Figure 1. PDN straps and rails.
Bar = 20 um. Pins as bars on the die edge.
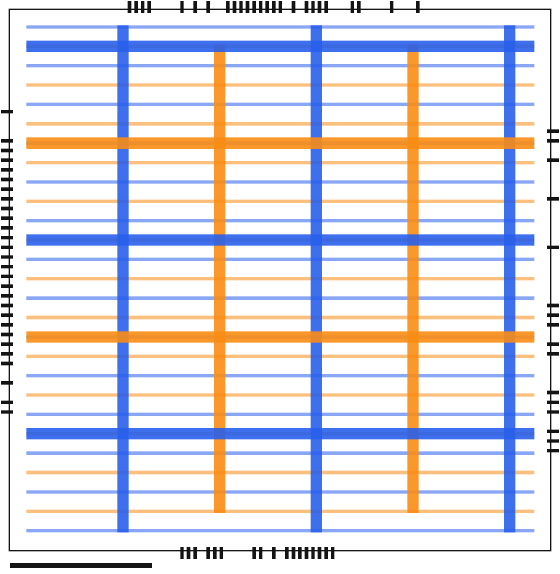
Figure 2. Placed cells, one colour a class.
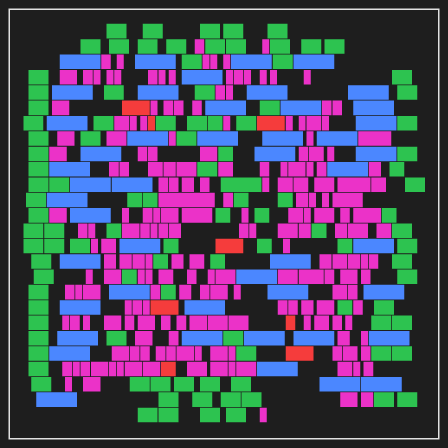
Figure 3. Clock network drawn from the DEF.
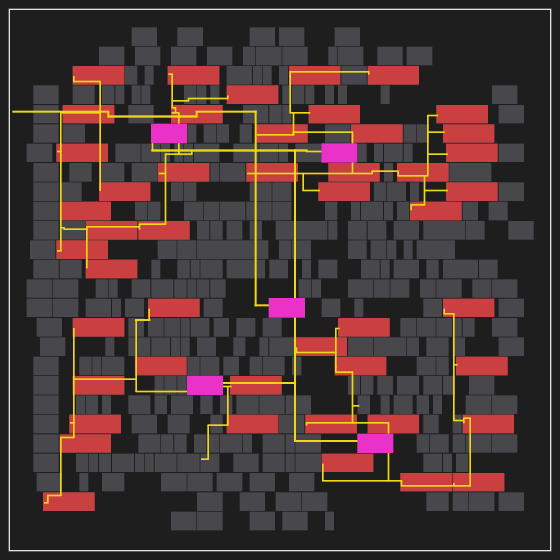
Figure 4. Routed metal, one colour a layer.
Bar = 20 um.
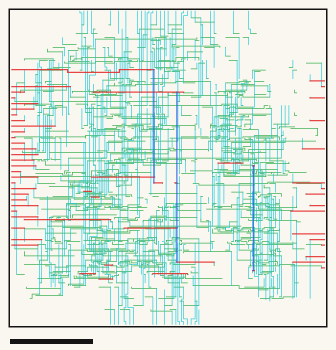
Figure 5. Routing congestion.
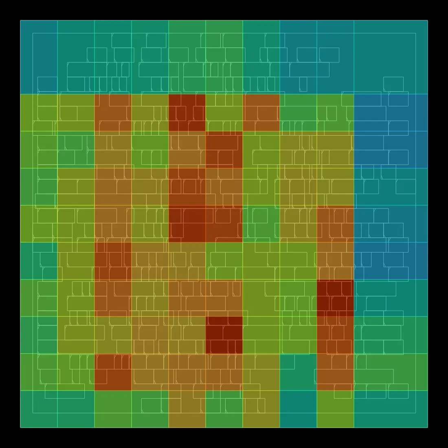
`src/rtl/instr_loader.sv`:
```
// Loads a program into instruction memory one field-level beat at a time, encoding each beat into
// a 32-bit RV32I word. Optional macro INSTR_LOADER_RANGE_CHECK_EN rejects immediates that would truncate.
module instr_loader #(
    parameter int unsigned ADDR_W = 8
) (
    input  logic              clk,
    input  logic              rst,
    input  logic              start,
    input  logic              in_valid,
    output logic              in_ready,
    input  logic              in_last,
    input  logic [2:0]        in_type,
    input  logic [4:0]        in_rd,
    input  logic [4:0]        in_rs1,
    input  logic [4:0]        in_rs2,
    input  logic [2:0]        in_funct3,
    input  logic              in_funct7,
    input  logic [12:0]       in_imm,
    output logic              imem_we,
    output logic [ADDR_W-1:0] imem_addr,
    output logic [31:0]       imem_wdata,
    output logic              busy,
    output logic              done,
    output logic              err,
    output logic              cpu_hold
);

    localparam int unsigned WORD_W = 32;
    localparam logic [ADDR_W-1:0] ADDR_MAX = '1;

    localparam logic [2:0] T_LOAD   = 3'd0;
    localparam logic [2:0] T_STORE  = 3'd1;
    localparam logic [2:0] T_RTYPE  = 3'd2;
    localparam logic [2:0] T_ITYPE  = 3'd3;
    localparam logic [2:0] T_BRANCH = 3'd4;

    localparam logic [6:0] OP_LOAD   = 7'b0000011;
    localparam logic [6:0] OP_STORE  = 7'b0100011;
    localparam logic [6:0] OP_RTYPE  = 7'b0110011;
    localparam logic [6:0] OP_ITYPE  = 7'b0010011;
    localparam logic [6:0] OP_BRANCH = 7'b1100011;
    localparam logic [2:0] F3_WORD   = 3'b010;

    typedef enum logic [2:0] {
        S_IDLE  = 3'd0,
        S_LOAD  = 3'd1,
        S_WRITE = 3'd2,
        S_DONE  = 3'd3,
        S_ERR   = 3'd4
    } state_e;

    state_e              state_q, state_d;
    logic [ADDR_W-1:0]   addr_q, addr_d;
    logic [WORD_W-1:0]   wdata_q, wdata_d;
    logic                last_q, last_d;
    logic                we_q, we_d;
    logic                ready_q, ready_d;
    logic                busy_q, busy_d;
    logic                done_q, done_d;
    logic                err_q, err_d;
    logic                hold_q, hold_d;

    logic [WORD_W-1:0]   enc_word_c;
    logic                enc_legal_c;
    logic                shift_f3_c;

    // Beat encoder: builds the RV32I word and flags beats that cannot be encoded.
    always_comb begin
        enc_word_c  = '0;
        enc_legal_c = 1'b1;
        shift_f3_c  = (in_funct3 == 3'b001) || (in_funct3 == 3'b101);
        case (in_type)
            T_LOAD: begin
                enc_word_c = {in_imm[11:0], in_rs1, F3_WORD, in_rd, OP_LOAD};
            end
            T_STORE: begin
                enc_word_c = {in_imm[11:5], in_rs2, in_rs1, F3_WORD, in_imm[4:0], OP_STORE};
            end
            T_RTYPE: begin
                enc_word_c = {1'b0, in_funct7, 5'b00000, in_rs2, in_rs1, in_funct3, in_rd, OP_RTYPE};
            end
            T_ITYPE: begin
                if (shift_f3_c) begin
                    enc_word_c = {1'b0, in_funct7, 5'b00000, in_imm[4:0], in_rs1, in_funct3,
                                  in_rd, OP_ITYPE};
                end else begin
                    enc_word_c = {in_imm[11:0], in_rs1, in_funct3, in_rd, OP_ITYPE};
                end
            end
            T_BRANCH: begin
                enc_word_c = {in_imm[12], in_imm[10:5], in_rs2, in_rs1, in_funct3,
                              in_imm[4:1], in_imm[11], OP_BRANCH};
                if (!((in_funct3 == 3'b000) || (in_funct3 == 3'b001) || (in_funct3 == 3'b100))) begin
                    enc_legal_c = 1'b0;
                end
            end
            default: begin
                enc_legal_c = 1'b0;
            end
        endcase
`ifdef INSTR_LOADER_RANGE_CHECK_EN
        // Reject offsets that would silently lose bits when truncated into the word.
        if ((in_type == T_BRANCH) && in_imm[0]) begin
            enc_legal_c = 1'b0;
        end
        if (((in_type == T_LOAD) || (in_type == T_STORE) || (in_type == T_ITYPE)) &&
            (in_imm[12] != in_imm[11])) begin
            enc_legal_c = 1'b0;
        end
`endif
    end

`ifndef INSTR_LOADER_RANGE_CHECK_EN
    // Branch offsets are halfword-aligned; bit 0 is dropped by the encoding.
    logic unused_imm_c;
    assign unused_imm_c = in_imm[0];
`endif

    // Next-state and next-output logic.
    always_comb begin
        state_d = state_q;
        addr_d  = addr_q;
        wdata_d = wdata_q;
        last_d  = last_q;
        case (state_q)
            S_IDLE, S_DONE, S_ERR: begin
                if (start) begin
                    state_d = S_LOAD;
                    addr_d  = '0;
                end
            end
            S_LOAD: begin
                if (in_valid) begin
                    if (enc_legal_c) begin
                        state_d = S_WRITE;
                        wdata_d = enc_word_c;
                        last_d  = in_last;
                    end else begin
                        state_d = S_ERR;
                    end
                end
            end
            S_WRITE: begin
                if (last_q) begin
                    state_d = S_DONE;
                end else if (addr_q == ADDR_MAX) begin
                    state_d = S_ERR;
                end else begin
                    state_d = S_LOAD;
                    addr_d  = addr_q + ADDR_W'(1);
                end
            end
            default: begin
                state_d = S_IDLE;
            end
        endcase

        we_d    = (state_d == S_WRITE);
        ready_d = (state_d == S_LOAD);
        busy_d  = (state_d == S_LOAD) || (state_d == S_WRITE);
        done_d  = (state_d == S_DONE);
        err_d   = (state_d == S_ERR);
        hold_d  = (state_d == S_LOAD) || (state_d == S_WRITE) || (state_d == S_ERR);
    end

    // State and registered outputs; reset wins over any pending write.
    always_ff @(posedge clk) begin
        if (rst) begin
            state_q <= S_IDLE;
            addr_q  <= '0;
            wdata_q <= '0;
            last_q  <= 1'b0;
            we_q    <= 1'b0;
            ready_q <= 1'b0;
            busy_q  <= 1'b0;
            done_q  <= 1'b0;
            err_q   <= 1'b0;
            hold_q  <= 1'b0;
        end else begin
            state_q <= state_d;
            addr_q  <= addr_d;
            wdata_q <= wdata_d;
            last_q  <= last_d;
            we_q    <= we_d;
            ready_q <= ready_d;
            busy_q  <= busy_d;
            done_q  <= done_d;
            err_q   <= err_d;
            hold_q  <= hold_d;
        end
    end

    assign imem_we    = we_q;
    assign imem_addr  = addr_q;
    assign imem_wdata = wdata_q;
    assign in_ready   = ready_q;
    assign busy       = busy_q;
    assign done       = done_q;
    assign err        = err_q;
    assign cpu_hold   = hold_q;

endmodule

```
`config.mk`:
```
export PLATFORM = sky130hd
export DESIGN_NAME = instr_loader
export DESIGN_NICKNAME = d
export VERILOG_FILES = /design/src/rtl/instr_loader.sv
export SDC_FILE = /design/constraint.sdc
export NUM_CORES = 1
export LEC_CHECK = 0
export CAP_MARGIN = 20
export CORE_MARGIN = 2
export CORE_UTILIZATION = 44
export DETAILED_ROUTE_END_ITERATION = 8
export PLACE_DENSITY = 0.83
export SYNTH_ARGS = -nofsm -noshare
export SYNTH_HDL_FRONTEND = slang
export SYNTH_SLANG_ARGS = --single-unit
```
`constraint.sdc`:
```
create_clock -name clk -period 2 [get_ports clk]
set_clock_uncertainty 0.05 [all_clocks]
set_input_delay 0.2 -clock clk [delete_from_list [all_inputs] [get_ports clk]]
set_output_delay 0.2 -clock clk [all_outputs]
set_load 0.005 [all_outputs]
```
==> metrics.cfg <==
[route]
drtIter0Drc=123
routed_via_density=5.49
wl_met1_mm=2.64
ant_nets=0
drc=0

[layout]
antenna_cells=0
area_growth_pct=47.4
clk_share_pct=2.54
drive_gt1_share_pct=10.0
fillCellCount=436

[clocking]
cts_made_buffers=5
cts_sinks=47

[synth]
mux_area_share_pct=0
ys_cells=265
ys_sh_xor_pct=0.772
ys_area_um2=2270
adder_share_pct=0.551
numSynthFlops=47
syn-cell-area_um2=2270
top_cells_by_area=dfxtp_1 (41%), nand2_1 (5.3%), a21oi_1 (4.4%), nand3_1 (4.4%), nor2_1 (3.5%)
synth_cells=265
ys_seq_share_pct=41.5

[setup_path]
cpMaxStageDelayCell=dfxtp_1
r2r_cells=4
path_buffers=0
slowest_delay_ns=0.51
crit_type=reg2reg
cp_top_family=AND-OR/OR-AND gates
arrival_ns=2.02
crit_path_end_kind=flop
setup.worst_path.end=imem_addr[1]$_SDFFE_PP0P_
path_cells=nor4b_2 > o21ai_1 > a2111oi_1 > a41o_1

[final_timing]
final.period_utilization_pct=91.2
drv_slew=0
tightest_slew_ns=0.552
worst_hold_slack_ns=0.395
hold_viol=0
slew_headroom_pct=62.9

[power]
powerDensity_nw_per_um2=567
p_leak_nw=1.16
swShare_pct=25.8

[place]
port_buffers=83
placed_cells=421

[grt]
grt_start_max_net_pins=21
grt_overflow_total=0

[outcome]
status=complete, no violations

[flow_run]
cap_violations=0

[min_path]
holdPathStages=3

-- Figure 1 (at the start) --
colour	net
orange	VDD
blue	VSS
signal pins	86
rows	26
Die W: 75.8 um
Die Height: 75.8 um
core area: 5040 um2
maximum vdd ir drop: 369 uV

-- Figure 2 (at the start) --
colour	class	cells	share of their area
blue	sequential cells	47	29%
magenta	combinational and other logic	200	38%
green	remaining buffers and delay cells	104	31%
red	clock drivers and dummy loads	8	2.6%
flop share of the area: 28.1%
Final Util: 66.3%
Finished Cell Area: 3340 um2
row count: 26

-- Figure 3 (at the start) --
[yellow] clock wires | length: 536 um
[red] flip-flops | count: 47
[magenta] clock drivers | count: 5
routed clock nets	6
flops lie	spread over the die
Clk network pwr share: 29.5%
Clk. pwr: 559 uW
clk latency late pin: 0.30 ns

-- Figure 4 (at the start) --
colour	layer	wire length
green	metal 1	2640 um
red	metal 3	334 um
cyan	metal 2	3060 um
blue	metal 4	93.2 um
final WL: 6.13 mm
WL/cell: 14.3 um
Total GRT Usage: 22.3%
DR vias: 2356

-- Figure 5 (at the start) --
met3 Use GR: 5.82%
GRT busiest layer: met2

Power and IR drop assume default switching activity.
